==> config.mk <==
export PLATFORM = sky130hd
export DESIGN_NAME = control_seq_flat
export DESIGN_NICKNAME = d
export VERILOG_FILES = /design/src/rtl/control_seq_if.sv /design/src/rtl/control_seq.sv /design/src/flat_wrapper.sv
export SDC_FILE = /design/constraint.sdc
export NUM_CORES = 1
export LEC_CHECK = 0
export CORE_MARGIN = 1.5
export CORE_UTILIZATION = 42
export DETAILED_ROUTE_END_ITERATION = 10
export PLACE_DENSITY = 0.83
export SLEW_MARGIN = 20
export SYNTH_ARGS = -nofsm -noshare
export SYNTH_HDL_FRONTEND = slang
export SYNTH_SLANG_ARGS = --single-unit
==> constraint.sdc <==
create_clock -name CLK -period 2.2 [get_ports CLK]
set_input_delay 0.44 -clock CLK [delete_from_list [all_inputs] [get_ports CLK]]
set_output_delay 0.44 -clock CLK [all_outputs]
set_load 0.05 [all_outputs]
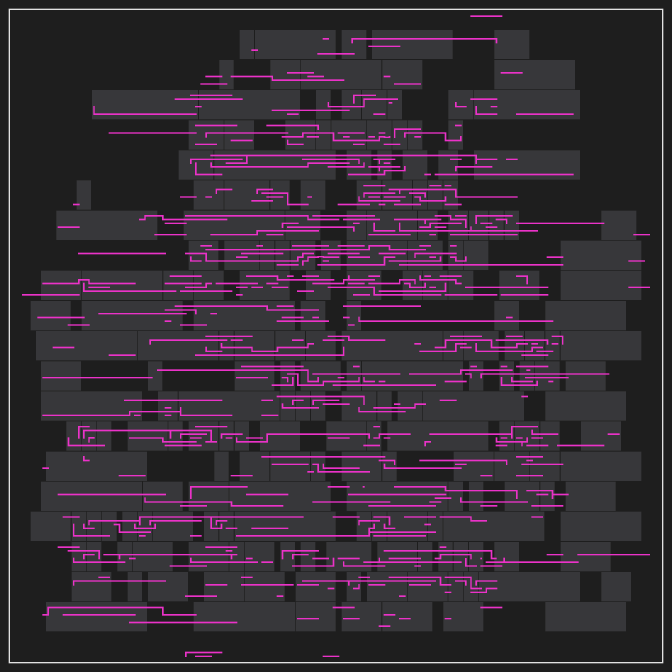
**Above:** run 1 (M1 wires).
longest straight run = 23.9 um
main direction = horizontal
wire length on this layer = 1480 um
GR Util met1: 29.1%
vias: 1333
Routed WL: 3.54 mm

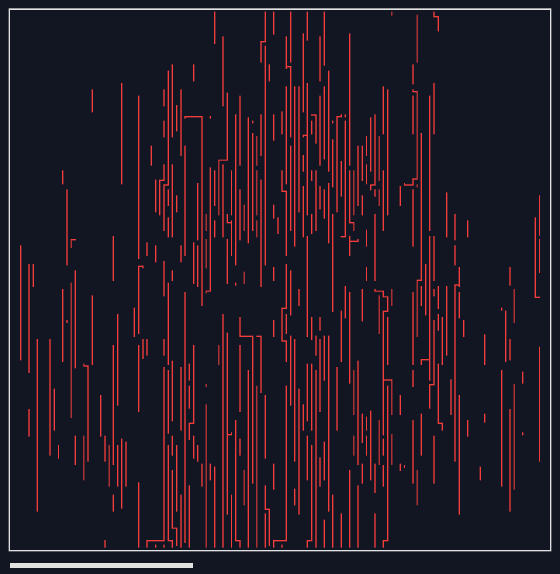
**Above:** run 1 (M2 wires).
The bar under the picture is 20 um long.
nets with wire on the layer = 202
share of all routed wire = 53%
main direction = vertical
longest straight run = 27.2 um
grt met2 use: 39.2%

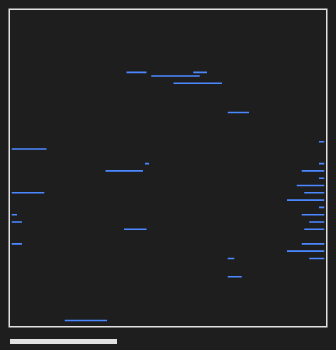
**Above:** run 1 (signal wires on met3).
The bar under the picture is 20 um long.
nets with wire on the layer = 26
main direction = horizontal
wire length on this layer = 109 um
share of all routed wire = 3.1%
met3 Use GR: 1.98%

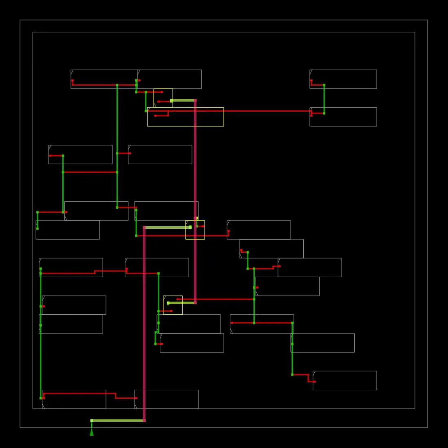
**Above:** run 1 (clock routing).
seq_cells: 24
clk pwr: 0.333 mW
Max Clock Skew: 0.00293 ns
clock sink count: 24
Num CTS Buffers: 3

==> GITHUB_STEP_SUMMARY, run 1 <==
### Flow metrics

| Metric | Value |
|---|---|
| Area leader share | about 46% |
| Largest net degree at the start of global routing | 25 |
| Area growth from synthesis to layout | 57.9% |
| Top cells by count | nand2_1 (51), dfrtp_1 (24), nor2_1 (15), o21ai_0 (7), nand3_1 (6) |
| Worst VDD drop | 0.000376 V |
| Final ANT Viol Nets | 0 |
| Sw frac | 20.6% |
| Unrepaired setup endpoints after global routing | false |
| Worst reg2reg path depth | 6 |
| Setup Viol. Count Final | 0 |
| Max FFs per register | 16 |
| Internal cell power | roughly 0.66 mW |
| Buf/Inv on CP | 1 |
| Cts repair resizes | 2 |
| CTS tree | built |
| Arrival @ worst endpoint | ~1.7 ns |
| Vias/cell | about 5.5 |
| Most frequent cells in the layout | nand2_1 (51), clkdlybuf4s50_1 (31), dfrtp_1 (21) |
| Setup repair bufs after CTS | 0 |
| CP max-delay cell | clkdlybuf4s50_1 |
| Die width | 58.9 um |
| DR pass1 iterations | 4 |
| Final Critical Period | 2.12 ns |
| DR WL met3 | between 100 and 150 um |
| H-tree level count | 1 |
| Hold Vio Cnt, Final | 0 |
| Gr usage total | 22.6% |
| Slew margin rel. | roughly 60% |
| YS chip area | 0.00131 mm^2 |
| Critical path peak fanout | 7 |
| Cell count along the critical path | 1 |
| GPL Wtd Cong | 0.868 |
| Critical path capture point type | output port |
| Root buf cell | clkbuf_4 |
| # DRC | 0 |
| Async SR Flop Fraction | 100% |
| Clk pwr share | 40.3% |
| Core area | around 0.003 mm^2 |
| Gate power share | 5.9% |
| Fmax | 472 MHz |
| Mean Syn Cell Area | 8.30 um^2 |
| Met2 routed WL | 1.89 mm |
| IO Count | 54 |
| Status | completed |
| Initial antenna violation count | 0 |
| Critical path data required time | 1.76 ns |
-- run 1: through the flow --
step                      cell area [um^2]  setup TNS [ns]
after floorplan                       1330         -0.0661
after global placement                2010               0
after detailed placement              2010               0
after CTS                             2060               0
after global routing                  2070               0
final                                 2070               0
-- run 1: logic make-up after synthesis --
group / share of synthesized area, %
simple gates: 31.8
flops: 45.8
compound gates: 12.9
buf+inv: 4.39
xor+xnor: 2.00
other cells: 0.573
mux: 1.62
fa+ha+maj: 0.954
-- run 1: final cells by class --
cell class	instances	area, um^2
Timing Repair Buffer	55	683
Inverter	5	21.3
Clock buffer	3	22.5
Clock inverter	1	30.0
Sequential cell	24	604
Tap cell	33	41.3
Multi-Input combinational cell	123	668
Fill cell	232	932
**Run 1: routed metal per tile**

The bar under the picture is 20 um long. The die is cut into 12 by 12 equal tiles; dark purple is low, yellow is high, scaled to the fullest tile. Values are wire area over tile area, all layers added.
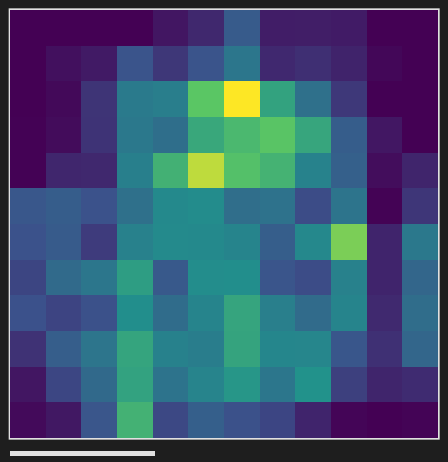

==> run 1 -> run 2 <==
--- a/config.mk
+++ b/config.mk
@@ -5,10 +5,10 @@
 export SDC_FILE = /design/constraint.sdc
 export NUM_CORES = 1
 export LEC_CHECK = 0
-export CORE_MARGIN = 1.5
+export CORE_MARGIN = 2
 export CORE_UTILIZATION = 42
 export DETAILED_ROUTE_END_ITERATION = 10
-export PLACE_DENSITY = 0.83
+export PLACE_DENSITY_LB_ADDON = 0.08
 export SLEW_MARGIN = 20
 export SYNTH_ARGS = -nofsm -noshare
 export SYNTH_HDL_FRONTEND = slang
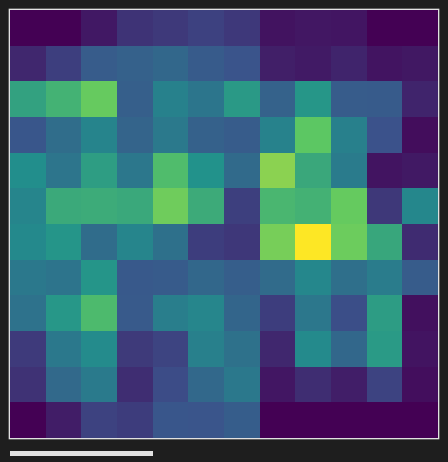
**Above:** run 2 (routed metal per tile).
The bar under the picture is 20 um long. The die is cut into 12 by 12 equal tiles; dark purple is low, yellow is high, scaled to the fullest tile. Values are wire area over tile area, all layers added.
nearly empty tiles = 6.9%
fullest tile = 0.49
mean over tiles = 0.16
tiles over half the peak = 20%
vias: 1308
Routed WL per cell: 14.5 um
gr usage total: 21.2%
Routed WL: 3.55 mm

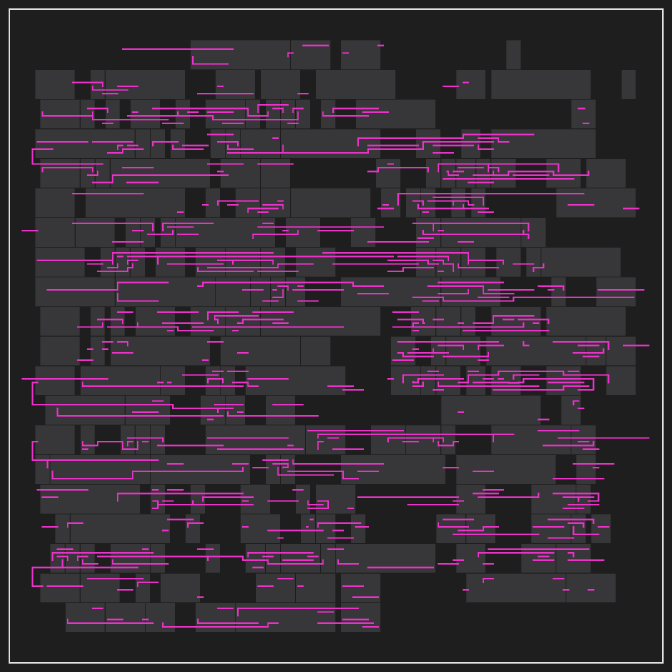
**Above:** run 2 (M1 wires).
longest straight run = 24.4 um
wire length on this layer = 1480 um
share of all routed wire = 42%
nets with wire on the layer = 198
main direction = horizontal
GR Util met1: 25.4%

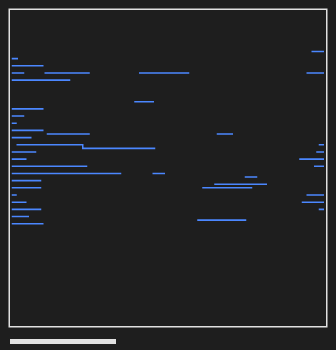
**Above:** run 2 (signal wires on met3).
The bar under the picture is 20 um long.
nets with wire on the layer = 36
main direction = horizontal
longest straight run = 20.5 um
wire length on this layer = 217 um
met3 Use GR: 4.11%

==> run 2 against run 1 <==
  * Synthesized area stayed put
  * Final cell count is 0.41% higher
  * Combinational power is 1% higher
  * Via count is 1.9% lower
  * Wire length is 0.40% higher
  * First-iteration DRC count is 17% lower
  * Clock power hardly changed
  * Non-clock buffer count is 1 higher
  * Global-route usage is 1.3 points lower
  * Power is 0.37% lower
  * Highest routed layer unchanged
==> GITHUB_STEP_SUMMARY, run 2 <==
### Flow metrics

| Metric | Value |
|---|---|
| Status | completed |
| H-tree level count | 1 |
| Clk pwr | 0.330 mW |
| GPL Wtd Cong | 0.886 |
| Hold Vio Cnt, Final | 0 |
| Setup_tns | 0 ns |
| Sw frac | about a fifth |
| Clock sink count | 24 |
| IO Count | roughly 54 |
| Combinational share of cell area | 32.6% |
| Critical path peak fanout | 9 |
| Core area | between 0.003 and 0.004 mm^2 |
| Logic cell area | 673 um^2 |
| Worst VDD drop | 0.000282 V |
| Critical path capture point type | output port |
| Max FFs per register | 16 |
| Port Buf Inserts | about 52 |
| Buffers, non-clock | 56 |
| Root buf cell | clkbuf_4 |
| Mean Syn Cell Area | 8.30 um^2 |
| Non-clk buf share | 32.6% |
| Area after DPL | 0.00200 mm^2 |
| Gate power share | roughly 6% |
| Num CTS Buffers | 3 |
| Top cells by count | nand2_1 (51), dfrtp_1 (24), nor2_1 (15), o21ai_0 (7), nand3_1 (6) |
| Clock network area share | 2.55% |
| Async SR Flop Fraction | 100% |
| Top class by area | logic gates |
| N_taps | 33 |
| Arrival @ worst endpoint | 1.69 ns |
| Vias/cell | 5.34 |
| Area growth from synthesis to layout | 57.4% |
| Top non-seq family | simple AND/OR/NAND/NOR gates |
| Simple-Gate Fraction of Synth Area | 31.8% |
| Synth Area in Compound Gates | 12.9% |
| DR pass1 iterations | 4 |
| Fmax | around 470 MHz |
| Final instance area | 0.00206 mm^2 |
| CTS tree | built |
| Critical path data required time | 1.76 ns |
| Fillers | 234 |
| Internal cell power | approximately 0.66 mW |
| Worst reg2reg path depth | 6 |
| Seq/total area | 29.2% |
| Buf/Inv on CP | 1 |
| Post-Synth Adder-Cell Area | 0.954% |
| Area leader share | 45.8% |
| Sequential Area | 603 um^2 |
| Max Clock Skew | 0.00536 ns |
| # DRC | 0 |
| Die width | 59.9 um |
| Clk pwr share | 40.0% |
| CTS clk-pin slew, worst paths | about 0.15 ns |
| Mux share | under 10% |
| MI comb cells | 123 |
| Unrepaired setup endpoints after global routing | false |
| Cts repair resizes | 0 |
| Most frequent cells in the layout | nand2_1 (51), clkdlybuf4s50_1 (34), dfrtp_1 (22) |
==> run 2: cell types whose count changed in the layout (fill, tap and decap cells not counted) <==
cell | previous run | this run
nor2_1 | 12 | 11
dfrtp_1 | 21 | 22
nor2b_1 | 1 | 0
dlygate4sd2_1 | 2 | 0
nor2_2 | 4 | 5
nor2b_2 | 0 | 1
clkdlybuf4s50_1 | 31 | 34
buf_4 | 5 | 8
buf_12 | 14 | 13
dlymetal6s2s_1 | 3 | 1
dfrtp_2 | 3 | 2
==> run 2: routing by layer <==
layer / share of wire (%) / track usage, %
met4: 1.1 / 6.98
met2: 51 / 37.7
met1: 42 / 25.4
met5: 0 / 0
met3: 6.1 / 4.11
Power is estimated from default activity; no workload was simulated.
